==> config.mk <==
export PLATFORM = sky130hd
export DESIGN_NAME = bm_product_accumulator
export DESIGN_NICKNAME = d
export VERILOG_FILES = /design/src/rtl/bm_product_accumulator.sv
export SDC_FILE = /design/constraint.sdc
export NUM_CORES = 1
export LEC_CHECK = 0
export ABC_AREA = 1
export CAP_MARGIN = 20
export CORE_UTILIZATION = 25
export CTS_CLUSTER_SIZE = 10
export DETAILED_ROUTE_END_ITERATION = 8
export MAX_ROUTING_LAYER = met4
export PLACE_DENSITY = 0.53
export SETUP_SLACK_MARGIN = 0.5
export SYNTH_ARGS = -nofsm -noshare
export SYNTH_HDL_FRONTEND = slang
export SYNTH_SLANG_ARGS = --single-unit
==> constraint.sdc <==
create_clock -name clk -period 3 [get_ports clk]
set_clock_uncertainty 0.15 [all_clocks]
set_input_delay 0.6 -clock clk [delete_from_list [all_inputs] [get_ports clk]]
set_output_delay 0.6 -clock clk [all_outputs]
set_load 0.01 [all_outputs]
==> src/rtl/bm_product_accumulator.sv <==
// Accumulates a stream of block-minifloat multiplier products into a saturating
// two's-complement dot-product sum, with shared-bias capture and sticky error flags.
module bm_product_accumulator #(
  parameter int E       = 3,
  parameter int M       = 4,
  parameter int SB_SIZE = 3,
  parameter int ACC_W   = 32,
  parameter int CNT_W   = 8
) (
  input  logic                       clk,
  input  logic                       rst_n,
  input  logic                       in_valid,
  output logic                       in_ready,
  input  logic [2*M+E+3:0]           product,
  input  logic signed [SB_SIZE-1:0]  in_shared_bias,
  input  logic                       in_exp_overflow,
  input  logic                       in_last,
  output logic                       out_valid,
  input  logic                       out_ready,
  output logic signed [ACC_W-1:0]    acc_out,
  output logic signed [SB_SIZE-1:0]  out_shared_bias,
  output logic [CNT_W-1:0]           term_count,
  output logic                       out_overflow,
  output logic                       out_bias_err
);

  localparam int EW = E + 1;
  localparam int MW = 2 * M + 2;
  localparam int PW = 2 * M + E + 4;
  localparam logic signed [ACC_W-1:0] ACC_MAX = {1'b0, {(ACC_W-1){1'b1}}};
  localparam logic signed [ACC_W-1:0] ACC_MIN = {1'b1, {(ACC_W-1){1'b0}}};

  typedef enum logic [1:0] {IDLE, ACCUM, DONE} state_t;

  state_t state, state_nxt;
  logic   accept;

  logic                     p_sign;
  logic [EW-1:0]            p_exp;
  logic [MW-1:0]            p_man;
  logic signed [ACC_W-1:0]  term;
  logic signed [ACC_W:0]    sum_wide;
  logic                     sum_ovf;

  logic signed [ACC_W-1:0]   acc_p0;
  logic signed [SB_SIZE-1:0] bias_p0;
  logic [CNT_W-1:0]          cnt_p0;
  logic                      ovf_p0;
  logic                      berr_p0;

  // Magnitude is man << exp; ACC_W is sized so the shifted magnitude never reaches the sign bit.
  function automatic logic signed [ACC_W-1:0] to_term(input logic s,
                                                      input logic [EW-1:0] e,
                                                      input logic [MW-1:0] m);
    logic signed [ACC_W-1:0] mag;
    mag = ACC_W'(m);
    mag = mag << e;
    return s ? -mag : mag;
  endfunction

  function automatic logic signed [ACC_W-1:0] saturate(input logic signed [ACC_W:0] s);
    if (s[ACC_W] != s[ACC_W-1]) return s[ACC_W] ? ACC_MIN : ACC_MAX;
    return s[ACC_W-1:0];
  endfunction

  assign p_sign   = product[PW-1];
  assign p_exp    = product[PW-2 -: EW];
  assign p_man    = product[MW-1:0];
  assign term     = to_term(p_sign, p_exp, p_man);
  assign sum_wide = {acc_p0[ACC_W-1], acc_p0} + {term[ACC_W-1], term};
  assign sum_ovf  = sum_wide[ACC_W] ^ sum_wide[ACC_W-1];

  always_ff @(posedge clk or negedge rst_n) begin
    if (!rst_n) state <= IDLE;
    else        state <= state_nxt;
  end

  always_comb begin
    state_nxt = state;
    in_ready  = 1'b0;
    out_valid = 1'b0;
    case (state)
      IDLE, ACCUM: begin
        in_ready = 1'b1;
        if (in_valid) state_nxt = in_last ? DONE : ACCUM;
      end
      DONE: begin
        out_valid = 1'b1;
        if (out_ready) state_nxt = IDLE;
      end
      default: state_nxt = IDLE;
    endcase
  end

  assign accept = in_valid & in_ready;

  // Accumulation stage: first beat loads, later beats add with saturation.
  always_ff @(posedge clk or negedge rst_n) begin
    if (!rst_n) begin
      acc_p0  <= '0;
      bias_p0 <= '0;
      cnt_p0  <= '0;
      ovf_p0  <= 1'b0;
      berr_p0 <= 1'b0;
    end else if (accept) begin
      if (state == IDLE) begin
        acc_p0  <= term;
        bias_p0 <= in_shared_bias;
        cnt_p0  <= CNT_W'(1);
        ovf_p0  <= in_exp_overflow;
        berr_p0 <= 1'b0;
      end else begin
        acc_p0  <= saturate(sum_wide);
        ovf_p0  <= ovf_p0 | in_exp_overflow | sum_ovf;
        berr_p0 <= berr_p0 | (in_shared_bias != bias_p0);
        if (cnt_p0 != {CNT_W{1'b1}}) cnt_p0 <= cnt_p0 + CNT_W'(1);
      end
    end
  end

  assign acc_out         = acc_p0;
  assign out_shared_bias = bias_p0;
  assign term_count      = cnt_p0;
  assign out_overflow    = ovf_p0;
  assign out_bias_err    = berr_p0;

endmodule

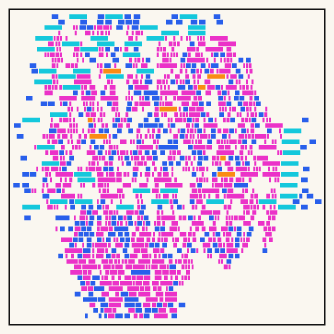
(placement by cell class)
Drawn at 2 px/um.
blue -> remaining buffers and delay cells  # cells 319, share of their area 26%
magenta -> remaining logic cells  # cells 946, share of their area 61%
cyan -> registers  # cells 47, share of their area 11%
orange -> clock drivers and dummy loads  # cells 8, share of their area 1.5%

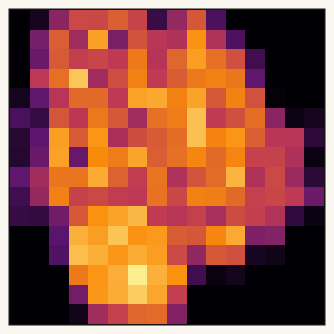
(cell area per tile)
Drawn at 2 px/um. The die is cut into 16 by 16 equal tiles; black is low, pale yellow is high, 0 to 100% covered.
nearly empty tiles = 22%
emptiest ninth of the die = south-east
tiles over 75% full = 15%
mean over tiles = 42%

-- stage by stage --
stage               std cells  util [%]
floorplan                1015         -
global placement         1583      37.3
detailed placement       1583      37.3
CTS                      1625      41.5
global route             1639      45.3
finish                   1639      45.3
-- per-layer routing --
| metal | share of wire [%] | vias up | GRT usage [%] |
|---|---|---|---|
| met5 | 0 | - | - |
| met1 | 46 | 3584 | 25.9 |
| met4 | 1.8 | 0 | 4.95 |
| li1 | - | 3916 | - |
| met3 | 3.7 | 26 | 2.31 |
| met2 | 48 | 160 | 32.6 |
-- Yosys cell counts, types with 3 or more instances --
| cell | instances |
|---|---|
| nor2_2 | 7 |
| buf_6 | 4 |
| nor2_1 | 73 |
| clkbuf_1 | 10 |
| nand3_2 | 6 |
| inv_2 | 4 |
| a21oi_2 | 4 |
| a21boi_0 | 3 |
| nand2_1 | 384 |
| o21ai_1 | 16 |
| dfrtp_1 | 47 |
| inv_1 | 92 |
| xor2_1 | 22 |
| o21bai_1 | 8 |
| nand3b_1 | 3 |
| xnor2_1 | 9 |
| nor2_4 | 4 |
| nor3_1 | 8 |
| nand4_1 | 14 |
| ha_1 | 35 |
| nand2_2 | 21 |
| nand2_4 | 5 |
| buf_4 | 6 |
| buf_2 | 5 |
| nand3_1 | 122 |
| a21oi_1 | 53 |
| o21ai_0 | 30 |
-- power breakdown --
group	total, mW	switching, mW	leakage, nW	internal [mW]
Clock	0.648	0.328	0.0723	0.320
Combinational	7.91	4.05	4.54	3.87
Sequential	1.23	0.353	0.579	0.882
Total	9.79	4.73	5.19	5.07
-- cell families (layout without fill, tap and decap cells) --
family                     Yosys count  in the layout  synth area share, %
and+or+nand+nor                    654            658                 48.0
DFF                                 47             47                 19.6
adders and majority gates           36             36                 7.62
xor gates and xnor gates            31             31                 4.52
AOI/OAI and AO/OA                  122            122                 11.4
buffers and inverters              125            426                 8.85
-- sequential cells by signal (all words and copies together), names as in the netlist --
signal,flops
acc_out,32
term_count,8
out_shared_bias,3
out_bias_err,1
out_overflow,1
state,2
-- worst max path at each step --
stage / startpoint / slack (ps) / cells after the start / to
2_1_floorplan: product[10] / -580 / 31 / acc_out[17]$_DFFE_PN0P_
3_3_place_gp: product[10] / -1740 / 28 / acc_out[17]$_DFFE_PN0P_
3_5_place_dp: product[10] / -1810 / 30 / acc_out[17]$_DFFE_PN0P_
4_1_cts: product[10] / -860 / 33 / acc_out[17]$_DFFE_PN0P_
5_1_grt: product[10] / -1130 / 28 / acc_out[18]$_DFFE_PN0P_
6_report: product[10] / -910 / 27 / acc_out[17]$_DFFE_PN0P_
-- repair_timing --
action / CTS / global route
endpoints found under the hold margin: 0 / 0
setup endpoints to repair: 33 / 33
pin swaps: 62 / 92
gates cloned: 6 / 1
gates resized: 166 / 187
buffers inserted: 28 / 13
-- final cells by class --
cell class              count  area, um^2  area share [%]
clock buffers               5         125            1.17
repair inverters            1        8.76          0.0820
repair buffers            319        2720            25.5
inverters                  98         399            3.74
clock inverters             3        27.5           0.258
well taps                 319         399            3.74
multi-input cells         847        5820            54.5
flip-flops and latches     47        1180            11.0
==> metrics.csv <==
stage,metric,value,unit
run_status,failed_checks,setup timing,
power_and_ir_drop,ir_drop,446,uV
cts,clock_sinks,47,
synth,synthesis.area,6010,um^2
power_and_ir_drop,finalPower,9.79,mW
place,place_congestion,0.921,
sta,fin_setup_tns,-28580,ps
sta,period_used_share,130,%
setup_path,critPathBufInv,5,
layout,layout_top_cell,nand2_1,
sta,finalSetupViolCount,33,
synth,top_area_share,24.0,%
sta,max_slew_margin,53.6,%
detailed_routing,drt_iter0_markers,518,
synth,numSynthFlops,47,
setup_path,crit_path_max_fanout,8,
setup_path,worstPathArrival,3970,ps
synth,ys_chip_area,6010,um^2
layout,diodes,0,
synth,yosysUniqueCellTypes,43,
setup_path,worst_path_most_repeated_cell,nand2_1,
run_status,status,"complete, but fails checks",
sta,holdWs,8.68,ps
synth,synth.area.top_cells,"nand2_1, dfrtp_1, nand3_1",
setup_path,path_class,in2reg,
layout,postLayoutCellArea,10700,um^2
detailed_routing,routedWlPerCell,14.8,um
cts,worstSkewPairLatency,310,ps
cts,cts-root-buf,clkbuf_16,
sta,final.setup.worst_slack,-914,ps
cts,path_clk_slew,80,ps
synth,top_area_cell,nand2_1,
synth,ys_cells,1015,
Power figures rest on the tool's default switching activity, not on a simulated workload.
